--- src/rtl/rr_priority_encoder_if.sv ---
// rr_priority_encoder_if: request/result handshake bundle for rr_priority_encoder
interface rr_priority_encoder_if #(
  parameter int WIDTH = 8,
  parameter int IDX_W = $clog2(WIDTH)
);
  logic [WIDTH-1:0] req_i;
  logic             in_valid;
  logic             in_ready;
  logic             out_valid;
  logic             out_ready;
  logic [IDX_W-1:0] idx_o;
  logic [WIDTH-1:0] onehot_o;
  logic             any_o;
  logic             multi_o;
  modport master (
    output req_i, in_valid, out_ready,
    input  in_ready, out_valid, idx_o, onehot_o, any_o, multi_o
  );
  modport slave (
    input  req_i, in_valid, out_ready,
    output in_ready, out_valid, idx_o, onehot_o, any_o, multi_o
  );
endinterface

--- src/rtl/rr_priority_encoder.sv ---
// rr_priority_encoder: registered fixed/round-robin priority encoder with valid/ready output stage
module rr_priority_encoder #(
  parameter int WIDTH       = 8,
  parameter int IDX_W       = $clog2(WIDTH),
  parameter int ROUND_ROBIN = 0
) (
  input logic                 clk,
  input logic                 rst_n,
  rr_priority_encoder_if.slave bus
);
  logic [WIDTH-1:0] req, onehot_q;
  logic [IDX_W-1:0] ptr, fix_win, rr_win, win, idx_q;
  logic             any, multi, accept, valid, any_q, multi_q;
  int               j;
  assign req    = bus.req_i;
  assign any    = |req;
  // clearing the lowest set bit leaves something only if two or more were set
  assign multi  = |(req & (req - WIDTH'(1)));
  assign accept = bus.in_valid && bus.in_ready;
  always_comb begin
    fix_win = '0;
    rr_win  = '0;
    j       = 0;
    for (int i = 0; i < WIDTH; i++)
      if (req[IDX_W'(i)]) fix_win = IDX_W'(i);
    // scan distances from far to near so the nearest set bit at/after ptr wins
    for (int k = WIDTH - 1; k >= 0; k--) begin
      j = int'(ptr) + k;
      if (j >= WIDTH) j = j - WIDTH;
      if (req[IDX_W'(j)]) rr_win = IDX_W'(j);
    end
  end
  assign win = (ROUND_ROBIN != 0) ? rr_win : fix_win;
  always_ff @(posedge clk or negedge rst_n)
    if (!rst_n) begin
      valid    <= 1'b0;
      idx_q    <= '0;
      onehot_q <= '0;
      any_q    <= 1'b0;
      multi_q  <= 1'b0;
      ptr      <= '0;
    end else if (accept) begin
      valid    <= 1'b1;
      idx_q    <= win;
      onehot_q <= any ? (WIDTH'(1) << win) : '0;
      any_q    <= any;
      multi_q  <= multi;
      if (ROUND_ROBIN != 0 && any) ptr <= (win == IDX_W'(WIDTH - 1)) ? '0 : win + IDX_W'(1);
    end else if (bus.out_ready) begin
      valid <= 1'b0;
    end
  assign bus.in_ready  = !valid || bus.out_ready;
  assign bus.out_valid = valid;
  assign bus.idx_o     = idx_q;
  assign bus.onehot_o  = onehot_q;
  assign bus.any_o     = any_q;
  assign bus.multi_o   = multi_q;
endmodule

--- src/flat_wrapper.sv ---
// flat-port wrapper written by rule: the top's interface ports become plain ports
module rr_priority_encoder_flat 
#(
  parameter int WIDTH       = 8,
  parameter int IDX_W       = $clog2(WIDTH),
  parameter int ROUND_ROBIN = 0
)
  (clk, rst_n, bus_req_i, bus_in_valid, bus_out_ready, bus_in_ready, bus_out_valid, bus_idx_o, bus_onehot_o, bus_any_o, bus_multi_o);
  rr_priority_encoder_if #(.WIDTH(WIDTH), .IDX_W(IDX_W)) bus_i ();
  input logic clk;
  input logic rst_n;
  input wire logic [$bits(bus_i.req_i)-1:0] bus_req_i;
  input wire logic [$bits(bus_i.in_valid)-1:0] bus_in_valid;
  input wire logic [$bits(bus_i.out_ready)-1:0] bus_out_ready;
  output wire logic [$bits(bus_i.in_ready)-1:0] bus_in_ready;
  output wire logic [$bits(bus_i.out_valid)-1:0] bus_out_valid;
  output wire logic [$bits(bus_i.idx_o)-1:0] bus_idx_o;
  output wire logic [$bits(bus_i.onehot_o)-1:0] bus_onehot_o;
  output wire logic [$bits(bus_i.any_o)-1:0] bus_any_o;
  output wire logic [$bits(bus_i.multi_o)-1:0] bus_multi_o;
  assign bus_i.req_i = bus_req_i;
  assign bus_i.in_valid = bus_in_valid;
  assign bus_i.out_ready = bus_out_ready;
  assign bus_in_ready = bus_i.in_ready;
  assign bus_out_valid = bus_i.out_valid;
  assign bus_idx_o = bus_i.idx_o;
  assign bus_onehot_o = bus_i.onehot_o;
  assign bus_any_o = bus_i.any_o;
  assign bus_multi_o = bus_i.multi_o;
  rr_priority_encoder #(.WIDTH(WIDTH), .IDX_W(IDX_W), .ROUND_ROBIN(ROUND_ROBIN)) u_core (.clk(clk), .rst_n(rst_n), .bus(bus_i));
endmodule
--- config.mk ---
export PLATFORM = sky130hd
export DESIGN_NAME = rr_priority_encoder_flat
export DESIGN_NICKNAME = d
export VERILOG_FILES = /design/src/rtl/rr_priority_encoder_if.sv /design/src/rtl/rr_priority_encoder.sv /design/src/flat_wrapper.sv
export SDC_FILE = /design/constraint.sdc
export NUM_CORES = 1
export LEC_CHECK = 0
export ABC_AREA = 1
export CAP_MARGIN = 20
export CORE_MARGIN = 2
export CORE_UTILIZATION = 40
export CTS_CLUSTER_DIAMETER = 80
export DETAILED_ROUTE_END_ITERATION = 10
export GPL_TIMING_DRIVEN = 0
export HOLD_SLACK_MARGIN = 0.08
export PLACE_DENSITY = 0.81
export SLEW_MARGIN = 20
export SYNTH_ARGS = -nofsm -noshare
export SYNTH_HDL_FRONTEND = slang
export SYNTH_SLANG_ARGS = --single-unit
--- constraint.sdc ---
create_clock -name clk -period 2.6 [get_ports clk]
set_input_delay 0.39 -clock clk [delete_from_list [all_inputs] [get_ports clk]]
set_output_delay 0.39 -clock clk [all_outputs]
set_load 0.005 [all_outputs]
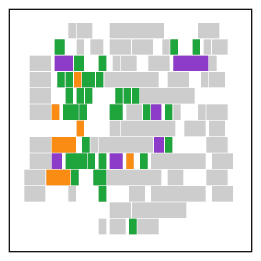
Fig. 1. Gate-type map.
Drawn at 6 px/um.
purple -> aoi and oai cells  # cells 6
orange -> nor cells  # cells 6, where left middle
green -> nand cells  # cells 30
most numerous logic cell after layout: sky130_fd_sc_hd__nand2_1
non-filler instance count after layout: 110

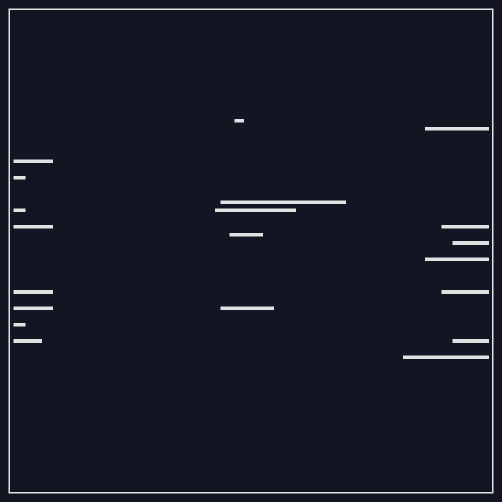
Fig. 2. M3 wires.
Drawn at 12 px/um.
main direction = horizontal
nets with wire on the layer = 19
met3 routing resource usage after global routing: 0.0167
count of vias placed by the detailed router: 520
routed wire length: 1.03 mm

[Yosys cell counts]
| cell | n | area [um^2] |
|---|---|---|
| sky130_fd_sc_hd__nand3b_1 | 1 | 7.51 |
| sky130_fd_sc_hd__nor2_1 | 4 | 15.0 |
| sky130_fd_sc_hd__nand2_1 | 23 | 86.3 |
| sky130_fd_sc_hd__a31oi_1 | 1 | 6.26 |
| sky130_fd_sc_hd__nand3_1 | 2 | 10.0 |
| sky130_fd_sc_hd__o21ai_1 | 2 | 10.0 |
| sky130_fd_sc_hd__or2_2 | 1 | 6.26 |
| sky130_fd_sc_hd__buf_4 | 5 | 37.5 |
| sky130_fd_sc_hd__o21a_1 | 1 | 7.51 |
| sky130_fd_sc_hd__o21ai_0 | 1 | 5.00 |
| sky130_fd_sc_hd__conb_1 | 1 | 3.75 |
| sky130_fd_sc_hd__nand3_2 | 1 | 10.0 |
| sky130_fd_sc_hd__o21ai_2 | 1 | 8.76 |
| sky130_fd_sc_hd__inv_1 | 5 | 18.8 |
| sky130_fd_sc_hd__a21oi_4 | 1 | 16.3 |
| sky130_fd_sc_hd__dfrtp_1 | 9 | 225 |
| sky130_fd_sc_hd__nor2_4 | 2 | 22.5 |
| sky130_fd_sc_hd__inv_2 | 2 | 7.51 |
| sky130_fd_sc_hd__nand4_1 | 3 | 18.8 |
[cells by family after synthesis]
family                 after synthesis  share of synthesized area
AND-OR/OR-AND                        7                      0.103
buffers and inverters               12                      0.122
flip-flops                           9                      0.431
other                                1                    0.00717
AND/OR/NAND/NOR                     37                      0.337
[per-layer routing]
| metal | vias up | wire length (um) |
|---|---|---|
| met4 | 0 | 9 |
| met5 | - | 0 |
| met2 | 25 | 555 |
| li1 | 261 | - |
| met3 | 2 | 68 |
| met1 | 232 | 393 |
==> metrics.sh <==
MAXIMUM_NUMBER_OF_PINS_ON_ONE_NET_BEFORE_GLOBAL_ROUTE_REPAIR=11
DP.FINAL_HPWL_UM=866
LAYOUT.CELLS.MOST_COMMON_LIST='sky130_fd_sc_hd__nand2_1, sky130_fd_sc_hd__clkdlybuf4s50_1, sky130_fd_sc_hd__dfrtp_1'
HOLD-WORST-SLACK_NS=0.411
CP-END-KIND='primary output'
RSZ0062_AT_GRT='no'
MAPPED_AREA_UM2=523
CRIT_FANOUT=2
CTS_TREE='yes'
CTS_BUF_COUNT=3
FINALWORSTPATHREQUIREDPERIOD_NS=1.88
CLK_ROOT_BUF='sky130_fd_sc_hd__clkbuf_4'
CRITICAL_PATH_CLASS='in2out'
FLOP_AREA_UM2=225
CHIP_AREA_UM2=1610
IO_BUFFERS=21
CLOCK_PIN_SLEW_OF_THE_REGISTERS_ON_THE_WORST_CASE_SETUP_AND_HOLD_PATHS_NS=0.07
FINISH.INSTANCE_AREA_UM2=795
IR_DROP_V=0.000265
P_LEAK_uW=0.000380
FINALCOREUTILIZATION=0.634
FINAL_HOLD_VIOL_COUNT=0
TOP_POWER_GROUP='sequential cells'
GRT_FIRST_PASS_WIRELENGTH_MM=1.50
GR-USAGE-MET2=0.262
GRT_UTIL_MET1=0.152
ROW_COUNT=13
DRT-PASS1-ITER-COUNT=4
SYN_TO_FINAL_GROWTH_PCT=51.9
DESIGN.FINAL.NETS=108
CHIPHEIGHT_UM=40.2
TIMING.CRITICAL_PATH.FROM_TYPE='input pin'
CRIT_PATH_FREQUENT_CELL='sky130_fd_sc_hd__clkdlybuf4s50_1'
PLACE.DETAILED.INSTANCES=106
BUFFER_DEPTH_OF_THE_LONGEST_CLOCK_PATH=2
P_CLK_uW=108
REQUIRED_NS=2.21
TIMING.FINAL.CRIT_SHARE=0.725
DIE.SIZE.X_UM=40.2
SYNTH.LIB_CELLS_USED.DISTINCT=19
NNONCLKINVERTERS=7
DETAIL_ROUTE.DRC_VIOLATIONS=0
POWER.DENSITY_CELL_AREA_nW_PER_UM2=463
POST_CTS.REPAIR.SETUP_BUFFERS=0
ANTENNADIODECOUNT=0
N_TAP_CELL=15
WORST_R2R_PATH_CELLS=6
SETUP_TOTAL_NEGATIVE_SLACK_NS=0
GLOBALROUTE.TOTALOVERFLOW=0
BUFAREASHARENONCLOCK=0.312
GRT_MOST_USED_LAYER='met2'
TIMING.FINAL.WS_SETUP_NS=0.716
ENDPOINT_OF_THE_LOWEST_SLACK_REGISTER_TO_REGISTER_PATH='u_core.bus.multi_o'
LARGEST_REG_FLOPS=4
P_COMB_FRAC=0.266
CTS_HOLD_REPAIR.BUFFERS=0
NUM-NONCLK-BUFFERS=26
WORST_REG_TO_REG_SETUP_SLACK_NS=1.38
POWER_uW=368
COMB.MULTI_INPUT.COUNT=49
PATH_DEPTH=4
COUNT_OF_BUFFERING_CELLS_ON_THE_CRITICAL_PATH_WITH_INVERTERS_INCLUDED=3
TIMING.CRITICAL_PATH.CELLS='clkdlybuf4s50_1 -> inv_2 -> nand2_1 -> clkdlybuf4s50_1'
SYNTH.YOSYS.NUM_CELLS=66
CP_TOP_FAMILY='buffers and inverters'
SEQ_CELL_COUNT=9
P_SW_FRAC=0.270
FINALMAXSLEWVIOLATIONS=0
GRT_ANTENNA_BEFORE_REPAIR=0
PLACER_CONGESTION=0.759
GRT_PASS1_VIAS=406
CRIT_SLOWEST_CELL='sky130_fd_sc_hd__clkdlybuf4s50_1'
PLACE_WORST_SETUP_SLACK_NS=0.705
TOP_AREA_CELL_CLASS='combinational gates'
CTS-HTREE-LEVELS=1
GRTUSAGETOTAL=0.145
TIMING.FMAX_GHz=0.531
POWER.SWITCHING_uW=99.4
PG_COMB_uW=97.6
WARNING_COUNT=26
CLOCK_SKEW_NS=0.00425
R2R-START='u_core.bus.out_valid'
SYNTH-AREA-YOSYS_UM2=523
PLACE_AREA_UM2=767
POSTSYNTHSEQSHARE=0.431
LOGIC_AREA_UM2=249
SETUP.WORST_PATH.START='bus_out_ready'
SEQ_POWER_SHARE=0.441
WORST_HOLD_PATH_TYPE='in2async'
DRT_ITER0_MARKERS=8
DRIVE_GT1_FRAC=0.179
FINAL.CLKBUF_COUNT=3
POST_DRT_WL_PER_CELL_UM=9.34
SINKS_ON_CLOCK_NET=9
BOUNDARYPINS=27
INTERNAL_POWER_uW=268
YOSYSWARNINGS=0
CLKCELLAREAFRAC=0.0346
MAX_CAP_VIOL_COUNT=0
CLOCKPOWERSHARE=0.293
SETUP-VIOLATIONS-FINAL=0
NUMBER_OF_NETS_WITH_ANTENNA_VIOLATIONS_AFTER_DETAILED_ROUTING=0
WORST_PATH_LARGEST_CELL_DELAY_NS=0.50
CLK-INSERTION-DELAY-LATE_NS=0.26
STATUS='finished clean'
POWER_DISSIPATED_IN_SEQUENTIAL_CELLS_uW=162
ARRIVAL_WORST_ENDPOINT_NS=1.49
CTS_RESIZED=0
CRIT_END='bus_in_ready'
COMB-CELL-SHARE=0.313
ROUTED_VIA_DENSITY=4.73
FP_UTIL=0.418
POSTSYNTHCELLCOUNT=66
FINAL.FILL_COUNT=120
POSTSYNTHREGISTERBITS=9
DESIGN.CORE.AREA_UM2=1250
SH_SEQ_AREA=0.283
SYNTH.AVG_CELL_AREA_UM2=7.92
